--- config.mk ---
export PLATFORM = sky130hd
export DESIGN_NAME = motor_ramp_sequencer_flat
export DESIGN_NICKNAME = d
export VERILOG_FILES = /design/src/rtl/motor_ramp_sequencer_if.sv /design/src/rtl/motor_ramp_sequencer.sv /design/src/flat_wrapper.sv
export SDC_FILE = /design/constraint.sdc
export NUM_CORES = 1
export LEC_CHECK = 0
export CAP_MARGIN = 20
export CELL_PAD_IN_SITES_DETAIL_PLACEMENT = 1
export CELL_PAD_IN_SITES_GLOBAL_PLACEMENT = 1
export CORE_AREA = 2 2 89 74
export CTS_CLUSTER_SIZE = 8
export DETAILED_ROUTE_END_ITERATION = 8
export DIE_AREA = 0 0 91 76
export MAX_ROUTING_LAYER = met4
export PLACE_DENSITY_LB_ADDON = 0.1
export RECOVER_POWER = 50
export SLEW_MARGIN = 20
export SYNTH_ARGS = -nofsm -noshare
export SYNTH_HDL_FRONTEND = slang
export SYNTH_SLANG_ARGS = --single-unit
--- constraint.sdc ---
create_clock -name Clock2K -period 4.64 [get_ports Clock2K]
set_input_delay 0.464 -clock Clock2K [delete_from_list [all_inputs] [get_ports Clock2K]]
set_output_delay 0.464 -clock Clock2K [all_outputs]
set_load 0.05 [all_outputs]
--- src/rtl/motor_ramp_sequencer_if.sv ---
// Request/status bundle between switch logic and one motor ramp sequencer.
// Combinational wiring only; no latency of its own.
// No backpressure: requests are level signals sampled every cycle.
interface motor_ramp_sequencer_if;
    logic       en_req;
    logic       dir_req;
    logic [7:0] duty_req;
    logic       estop;
    logic [7:0] duty_cycle;
    logic       motor_en;
    logic       motor_dir;
    logic       busy;
    logic [2:0] state;
    logic       fault;

    modport master (
        output en_req, dir_req, duty_req, estop,
        input  duty_cycle, motor_en, motor_dir, busy, state, fault
    );

    modport slave (
        input  en_req, dir_req, duty_req, estop,
        output duty_cycle, motor_en, motor_dir, busy, state, fault
    );
endinterface

--- src/rtl/motor_ramp_sequencer.sv ---
// Rate-limited duty ramp with stop/dead-time before reversal; latched e-stop when MOTOR_SEQ_ESTOP_EN is defined.
// Latency: every output registered, reacts on the edge after the causing input.
// Backpressure: none; level requests are re-sampled every cycle and tracked immediately.
module motor_ramp_sequencer #(
    parameter int RAMP_DIV   = 20,
    parameter int STEP       = 1,
    parameter int DEAD_TICKS = 200
) (
    input  logic                    Clock2K,
    input  logic                    Resetn,
    motor_ramp_sequencer_if.slave   bus
);
    typedef enum logic [2:0] {
        S_IDLE  = 3'd0,
        S_RAMP  = 3'd1,
        S_RUN   = 3'd2,
        S_STOP  = 3'd3,
        S_DEAD  = 3'd4,
        S_ESTOP = 3'd5
    } state_t;

    localparam int CW = (RAMP_DIV > 1) ? $clog2(RAMP_DIV) : 1;
    localparam int DW = (DEAD_TICKS > 1) ? $clog2(DEAD_TICKS) : 1;
    localparam logic [CW-1:0] TICK_LAST = CW'(RAMP_DIV - 1);
    localparam logic [DW-1:0] DEAD_LAST = DW'(DEAD_TICKS - 1);
    localparam logic [8:0]    STEP9     = 9'(STEP);

    state_t        r_state, w_state_n;
    logic [7:0]    r_duty, w_duty_n;
    logic          r_dir, w_dir_n;
    logic          r_en, r_busy, r_fault;
    logic [CW-1:0] r_cnt, w_cnt_n;
    logic [DW-1:0] r_dead, w_dead_n;

    logic          w_estop;
    logic [7:0]    w_target;
    logic [7:0]    w_step_tgt;
    logic          w_tick;
    logic [8:0]    w_d9, w_t9, w_up, w_dn;
    logic [7:0]    w_stepped;

`ifdef MOTOR_SEQ_ESTOP_EN
    assign w_estop = bus.estop;
`else
    // Port kept for drop-in compatibility; its value never reaches the FSM.
    assign w_estop = bus.estop & 1'b0;
`endif

    assign w_target   = bus.en_req ? bus.duty_req : 8'd0;
    assign w_step_tgt = (r_state == S_STOP) ? 8'd0 : w_target;
    assign w_tick     = (r_cnt == TICK_LAST);

    // 9-bit step math so 255 saturates instead of wrapping and we never pass the target.
    always_comb begin
        w_d9      = {1'b0, r_duty};
        w_t9      = {1'b0, w_step_tgt};
        w_up      = w_d9 + STEP9;
        w_dn      = w_d9 - STEP9;
        w_stepped = w_step_tgt;
        if (w_t9 > w_d9) begin
            if (w_up < w_t9) w_stepped = w_up[7:0];
        end else if ((w_d9 - w_t9) > STEP9) begin
            w_stepped = w_dn[7:0];
        end
    end

    always_comb begin
        w_state_n = r_state;
        w_duty_n  = r_duty;
        w_dir_n   = r_dir;
        w_dead_n  = '0;
        w_cnt_n   = '0;
        if (w_estop) begin
            w_state_n = S_ESTOP;
        end else begin
            case (r_state)
                S_IDLE: begin
                    if (bus.en_req && (bus.duty_req != 8'd0)) begin
                        w_state_n = S_RAMP;
                        w_dir_n   = bus.dir_req;
                    end
                end
                S_RAMP: begin
                    if (bus.dir_req != r_dir)
                        w_state_n = S_STOP;
                    else if (r_duty == w_target)
                        w_state_n = (w_target == 8'd0) ? S_IDLE : S_RUN;
                    else if (w_tick)
                        w_duty_n = w_stepped;
                end
                S_RUN: begin
                    if (bus.dir_req != r_dir)
                        w_state_n = S_STOP;
                    else if (w_target != r_duty)
                        w_state_n = S_RAMP;
                end
                S_STOP: begin
                    if (r_duty == 8'd0)
                        w_state_n = S_DEAD;
                    else if (w_tick)
                        w_duty_n = w_stepped;
                end
                S_DEAD: begin
                    if (r_dead == DEAD_LAST)
                        w_state_n = S_IDLE;
                    else
                        w_dead_n = r_dead + 1'b1;
                end
                S_ESTOP: begin
                    if (!bus.en_req)
                        w_state_n = S_IDLE;
                end
                default: w_state_n = S_IDLE;
            endcase
        end
        // Step counter only survives while staying in RAMP or STOP; any entry starts a fresh interval.
        if (((w_state_n == S_RAMP) || (w_state_n == S_STOP)) && (w_state_n == r_state))
            w_cnt_n = w_tick ? '0 : r_cnt + 1'b1;
        if ((w_state_n == S_IDLE) || (w_state_n == S_DEAD) || (w_state_n == S_ESTOP))
            w_duty_n = 8'd0;
    end

    always_ff @(posedge Clock2K) begin
        if (!Resetn) begin
            r_state <= S_IDLE;
            r_duty  <= 8'd0;
            r_dir   <= 1'b0;
            r_en    <= 1'b0;
            r_busy  <= 1'b0;
            r_fault <= 1'b0;
            r_cnt   <= '0;
            r_dead  <= '0;
        end else begin
            r_state <= w_state_n;
            r_duty  <= w_duty_n;
            r_dir   <= w_dir_n;
            r_en    <= (w_state_n == S_RAMP) || (w_state_n == S_RUN) || (w_state_n == S_STOP);
            r_busy  <= (w_state_n == S_RAMP) || (w_state_n == S_STOP) || (w_state_n == S_DEAD);
            r_fault <= (w_state_n == S_ESTOP);
            r_cnt   <= w_cnt_n;
            r_dead  <= w_dead_n;
        end
    end

    assign bus.duty_cycle = r_duty;
    assign bus.motor_en   = r_en;
    assign bus.motor_dir  = r_dir;
    assign bus.busy       = r_busy;
    assign bus.state      = r_state;
    assign bus.fault      = r_fault;
endmodule

--- src/flat_wrapper.sv ---
// flat-port wrapper written by rule: the top's interface ports become plain ports
module motor_ramp_sequencer_flat 
#(
    parameter int RAMP_DIV   = 20,
    parameter int STEP       = 1,
    parameter int DEAD_TICKS = 200
)
  (Clock2K, Resetn, bus_en_req, bus_dir_req, bus_duty_req, bus_estop, bus_duty_cycle, bus_motor_en, bus_motor_dir, bus_busy, bus_state, bus_fault);
  motor_ramp_sequencer_if bus_i ();
  input  logic Clock2K;
  input  logic Resetn;
  input wire logic [$bits(bus_i.en_req)-1:0] bus_en_req;
  input wire logic [$bits(bus_i.dir_req)-1:0] bus_dir_req;
  input wire logic [$bits(bus_i.duty_req)-1:0] bus_duty_req;
  input wire logic [$bits(bus_i.estop)-1:0] bus_estop;
  output wire logic [$bits(bus_i.duty_cycle)-1:0] bus_duty_cycle;
  output wire logic [$bits(bus_i.motor_en)-1:0] bus_motor_en;
  output wire logic [$bits(bus_i.motor_dir)-1:0] bus_motor_dir;
  output wire logic [$bits(bus_i.busy)-1:0] bus_busy;
  output wire logic [$bits(bus_i.state)-1:0] bus_state;
  output wire logic [$bits(bus_i.fault)-1:0] bus_fault;
  assign bus_i.en_req = bus_en_req;
  assign bus_i.dir_req = bus_dir_req;
  assign bus_i.duty_req = bus_duty_req;
  assign bus_i.estop = bus_estop;
  assign bus_duty_cycle = bus_i.duty_cycle;
  assign bus_motor_en = bus_i.motor_en;
  assign bus_motor_dir = bus_i.motor_dir;
  assign bus_busy = bus_i.busy;
  assign bus_state = bus_i.state;
  assign bus_fault = bus_i.fault;
  motor_ramp_sequencer #(.RAMP_DIV(RAMP_DIV), .STEP(STEP), .DEAD_TICKS(DEAD_TICKS)) u_core (.Clock2K(Clock2K), .Resetn(Resetn), .bus(bus_i));
endmodule
Figure 1. Where the registers sit (run 1).
Other sequential cells in the stronger grey, the rest of the logic in the fainter grey.
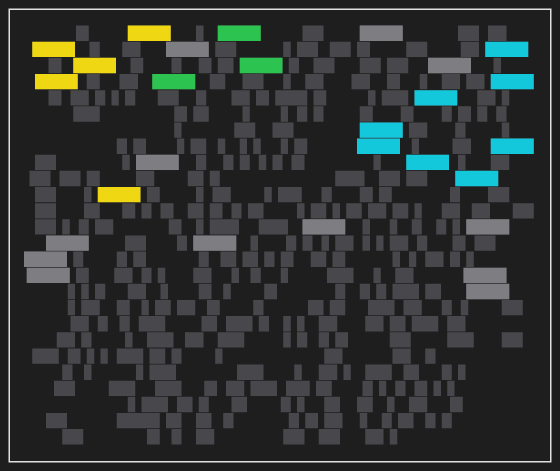
- green: u_core.bus.state (flops 3)
- cyan: u_core.r_dead (flops 8)
- yellow: u_core.r_cnt (flops 5; where top left)
sequential power: 0.267 mW
fraction of area in registers: 20.1%
register area: 561 µm²
Core Util, Final: 45.6%

Figure 2. Clock distribution (run 1).
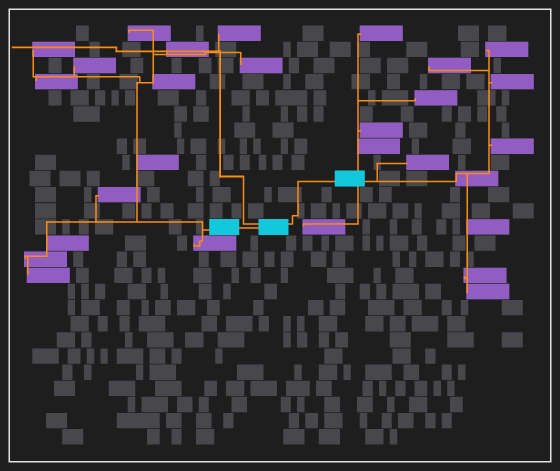
- orange: clock wires (length 379 µm)
- purple: flip-flops (count 28)
- cyan: clock-net drivers (count 3)
- routed clock nets: 4
clock power share: 21.5%
clock network power: 0.134 mW
skew final: 0.00473 ns
Latency at later pin: 0.27 ns

Figure 3. Signal wires on met1 (run 1).
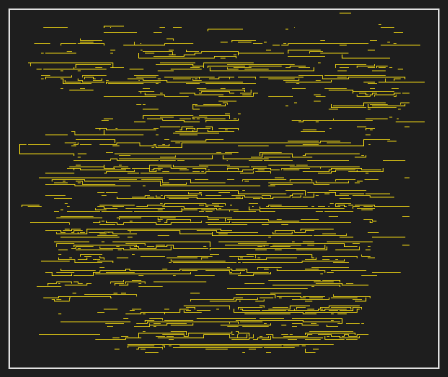
- share of all routed wire: 56%
- wire length on this layer: 3,830 µm
- main direction: horizontal
- longest straight run: 43.7 µm
grt met1 use: 33.9%
DR vias: 2,365
final wirelength: 6900 µm

[run 1: flip-flops by register name, summed over array words and instances, names as in the netlist]
signal,flops
u_core.bus.duty_cycle,8
u_core.bus.fault,1
u_core.bus.state,3
u_core.bus.motor_en,1
u_core.r_dead,8
u_core.bus.busy,1
u_core.r_cnt,5
u_core.bus.motor_dir,1
[run 1: critical path, delay by kind of cell]
| family | cells | cell delay [ns] |
|---|---|---|
| buffers and inverters | 1 | 0.65 |
| AOI/OAI and AO/OA | 4 | 1.08 |
| and+or+nand+nor | 5 | 1.56 |
| adders and majority gates | 1 | 0.55 |
[run 1: per-stage QoR]
step           cells  hold WS [ns]  utilization, %
2_1_floorplan    317         0.413               -
3_3_place_gp     417         0.428            44.9
3_5_place_dp     417         0.439            44.9
4_1_cts          420         0.457            45.6
5_1_grt          420         0.462            45.6
6_report         420         0.459            45.6
[run 1: layer usage]
layer | wire length [µm] | global-route usage [%] | part of all wire (%) | vias to the layer above
met3 | 282 | 2.87 | 4.1 | 2
li1 | - | - | - | 1196
met2 | 2760 | 28.4 | 40 | 40
met5 | 0 | - | 0 | -
met1 | 3830 | 33.9 | 56 | 1127
met4 | 21 | 2.73 | 0.30 | 0
[run 1: area by class of cell]
type	instances	area share, %
Multi-Input combinational cell	266	63.3
Tap cell	84	3.77
Inverter	11	1.48
Sequential cell	28	20.1
Timing Repair Buffer	28	9.87
Clock buffer	3	1.48
[run 1: power by group]
part / internal (mW) / switching (mW) / leakage [nW]
Combinational: 0.0824 / 0.138 / 0.872
Sequential: 0.252 / 0.0150 / 0.227
Clock: 0.0583 / 0.0752 / 0.0216
==> run summary, run 1 <==
flow finished, numbers: synthesized area=0.00244 mm², Pleak=1.12 nW, ys cells=317, Setup WS post-layout=0.504 ns, Pre-antenna DRT Iters=4, Crit path required time=4.82 ns, # IOs=28, GRT Resource Usage Total=21.2%, simple share=30.9%, CP startpoint kind=input port, Dominant comb cell=simple AND/OR/NAND/NOR gates, XOR Share, Synth=8.61%, final worst path period share=89.1%, Final nets=372, pin count of the biggest net entering global routing=16, Final HPWL DP=5410 µm, Floorplan Utilization=39.9%, MaxCap Viol Count=0, status=complete, no violations, first-pass GRT wire length=11,800 µm, Reg-to-Reg Start=u_core.bus.state[0], CP arrival=4.31 ns, R2R Path End=u_core.bus.duty_cycle[1], Post-DRT Antenna Nets=0, AO/OA Area Share=21.0%, Finished Cell Area=0.00279 mm²
==> run 2, diff against run 1 <==
- SKIP_LAST_GASP: unset -> 1
Figure 4. Clock distribution (run 2).
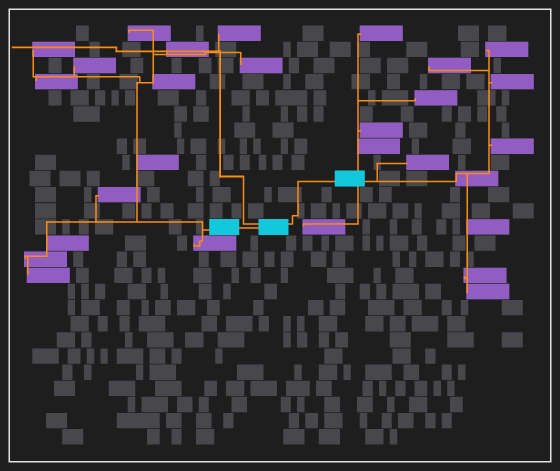
- orange: clock wires (length 379 µm)
- cyan: clock-net drivers (count 3)
- purple: flip-flops (count 28)
- routed clock nets: 4

==> run 2 against run 1 <==
  * Critical path depth is the same
  * Sequential share of layout area is the same
  * Power unchanged
  * Sequential cell count is the same
  * Clock power about the same
  * Clock-buffer cell count is the same
  * Clock skew stayed put
  * Utilization unchanged
  * Cell count is the same
  * Via count unchanged
  * Critical path type unchanged
  * Critical endpoint unchanged
==> run summary, run 2 <==
flow finished, numbers: DR vias=2,365, Pre-antenna DRT Iters=4, CP startpoint kind=input port, ys cells=317, met3 Resource Use GR=2.87%, Core Util, Final=45.6%, grt met1 use=33.9%, Setup WS post-layout=0.504 ns, Pleak=1.12 nW, GR Layer Usage met2=28.4%, final wirelength=6900 µm, CP arrival=4.31 ns, Floorplan Utilization=39.9%, synthesized area=0.00244 mm², Final HPWL DP=5410 µm, final worst path period share=89.1%, Crit path required time=4.82 ns, first-pass GRT wire length=11,800 µm, # IOs=28, WP depth=11, status=complete, no violations, Final nets=372
run 2: cell counts in the layout (fill, tap and decap cells not counted):
No cell type changed its count.
run 2: worst reg2reg max path: stages, from the launching register on:
cell       delay, ns
dfxtp_1         0.49
inv_1           0.11
nor2_1          0.21
nand2_1         0.11
and3_1          0.25
ha_1            0.21
inv_1           0.07
fa_1            0.46
a2111oi_0       0.39
o211ai_1        0.16
nor4b_1         0.48
a2bb2oi_1       0.24
nor2b_1         0.45
nand2_1         0.11
a311oi_1        0.29
run 2: cell type report:
class	instances	area, µm²	share of cell area, %
inverter	11	41.3	1.48
timing repair buffer	28	275	9.87
tap	84	105	3.77
clock buffer	3	41.3	1.48
multi-input combinational	266	1770	63.3
sequential	28	561	20.1
run 2: metrics by stage:
step           instances  instance area (µm²)  total power [mW]
6_report             420                 2790             0.621
5_1_grt              420                 2790             0.658
4_1_cts              420                 2790             0.628
3_5_place_dp         417                 2750             0.496
3_3_place_gp         417                 2750             0.493
2_1_floorplan        317                 2440             0.425
run 2: power breakdown:
| group | leakage (nW) | internal (mW) | switching [mW] |
|---|---|---|---|
| Clock | 0.0216 | 0.0583 | 0.0752 |
| Sequential | 0.227 | 0.252 | 0.0150 |
| Combinational | 0.872 | 0.0824 | 0.138 |
| Total | 1.12 | 0.393 | 0.228 |
run 2: cell families after synthesis:
group | Yosys count | share of synthesized area [%]
and+or+nand+nor | 144 | 30.9
muxes | 2 | 0.820
DFF | 28 | 23.0
adders and majority gates | 21 | 11.1
AOI/OAI and AO/OA | 75 | 21.0
buffers and inverters | 23 | 4.72
xor gates and xnor gates | 24 | 8.61
run 2: per-layer routing:
metal  up-vias  part of all wire (%)
met5         -                     0
met1      1127                    56
met2        40                    40
met3         2                   4.1
li1       1196                     -
met4         0                  0.30
==> run 3, diff against run 2 <==
- CORE_AREA: 2 2 89 74 -> 2 2 86 71
- DIE_AREA: 0 0 91 76 -> 0 0 88 73
- clock period: 4.64 -> 5.2 ns (I/O delays scaled with it)
Figure 5. Clock distribution (run 3).
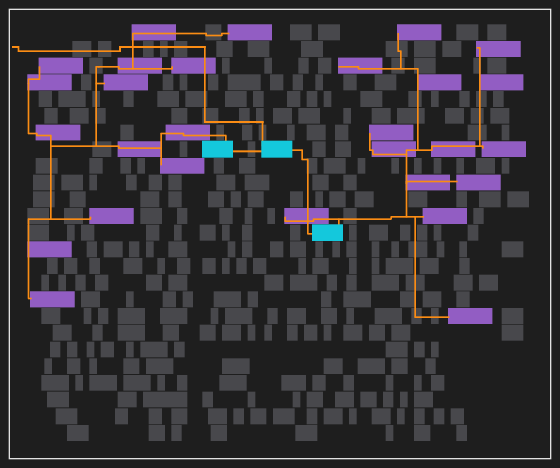
- purple: flip-flops (count 28)
- cyan: clock-net drivers (count 3)
- orange: clock wires (length 370 µm)
- routed clock nets: 4
clock network power: 0.116 mW
skew final: 0.00304 ns
clock power share: 21.0%

==> run 3 against run 2 <==
  * Clock skew fell by 0.0017 ns
  * Cell count fell by 0.95%
  * Design area fell by 0.40%
  * Sequential share of layout area rose by 0.081 points
  * Critical path type unchanged
  * Critical endpoint is now u_core.bus.duty_cycle[4]
  * Largest cell class unchanged
==> run summary, run 3 <==
flow finished, numbers: Pleak=1.12 nW, Finished Cell Area=0.00278 mm², final wirelength=6930 µm, Setup WS post-layout=0.953 ns, CP startpoint kind=input port, Post-Place Cells=413, MaxCap Viol Count=0, # IOs=28, final worst path period share=81.7%, Seq pwr share=43.2%, Comb group=0.198 mW, Biggest consumer=registers, switching share of power=36.8%, GRT Resource Usage Total=23.2%, internal power=0.350 mW, total power=0.554 mW, first-pass GRT wire length=11,400 µm, Final nets=371, R2R Path End=u_core.bus.duty_cycle[4], status=complete, no violations
-- run 3: cell counts after synthesis --
Identical to the previous run, type by type.
-- run 3: worst min path at each step --
stage	startpoint	endpoint	cells after the start
2_1_floorplan	u_core.r_dead[0]	u_core.r_dead[0]	1
3_5_place_dp	u_core.r_dead[0]	u_core.r_dead[0]	1
3_3_place_gp	u_core.r_dead[0]	u_core.r_dead[0]	1
5_1_grt	u_core.r_dead[0]	u_core.r_dead[0]	1
6_report	u_core.r_dead[0]	u_core.r_dead[0]	1
4_1_cts	u_core.r_dead[0]	u_core.r_dead[0]	1
-- run 3: cells by family (layout without fill, tap and decap cells) --
| kind of cell | after synthesis | count (layout) | share of synthesized area [%] |
|---|---|---|---|
| simple gates | 144 | 144 | 30.9 |
| compound gates | 75 | 75 | 21.0 |
| flops | 28 | 28 | 23.0 |
| xor+xnor | 24 | 24 | 8.61 |
| buf+inv | 23 | 41 | 4.72 |
| fa+ha+maj | 21 | 21 | 11.1 |
| mux | 2 | 2 | 0.820 |
-- run 3: per-layer routing --
| layer | vias up | track usage (%) | wire, µm |
|---|---|---|---|
| met5 | - | - | 0 |
| met4 | 0 | 2.05 | 12 |
| met3 | 2 | 2.71 | 166 |
| met2 | 26 | 32.6 | 3000 |
| met1 | 1161 | 36.5 | 3750 |
| li1 | 1194 | - | - |
-- run 3: final cells by class --
class                      count  area (µm²)
tap                           81         101
fill                         733        2880
clock buffer                   3        41.3
multi-input combinational    266        1770
sequential                    28         561
inverter                      11        41.3
timing repair buffer          27         268
-- run 3: worst max-delay path: stages --
cell	delay, ns
dlygate4sd3_1	0.66
and2_1	0.34
nand2_1	0.18
fa_1	0.53
a2111oi_0	0.42
o211ai_1	0.17
nor4b_1	0.47
a21boi_1	0.36
and2_1	0.24
a2111oi_0	0.40
nor3_1	0.08

==> gallery <==
Track usage over the die.
Plate I
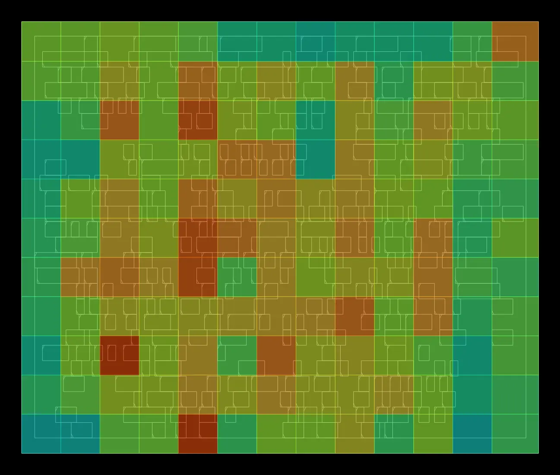
Plate II
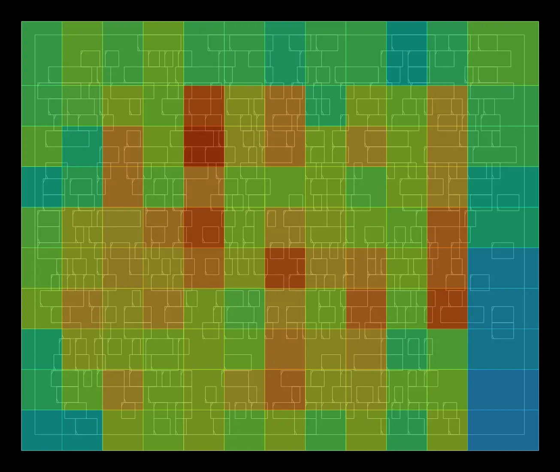
Run 3 is Plate II.
Run 1 is Plate I.

Power figures rest on the tool's default switching activity, not on a simulated workload.
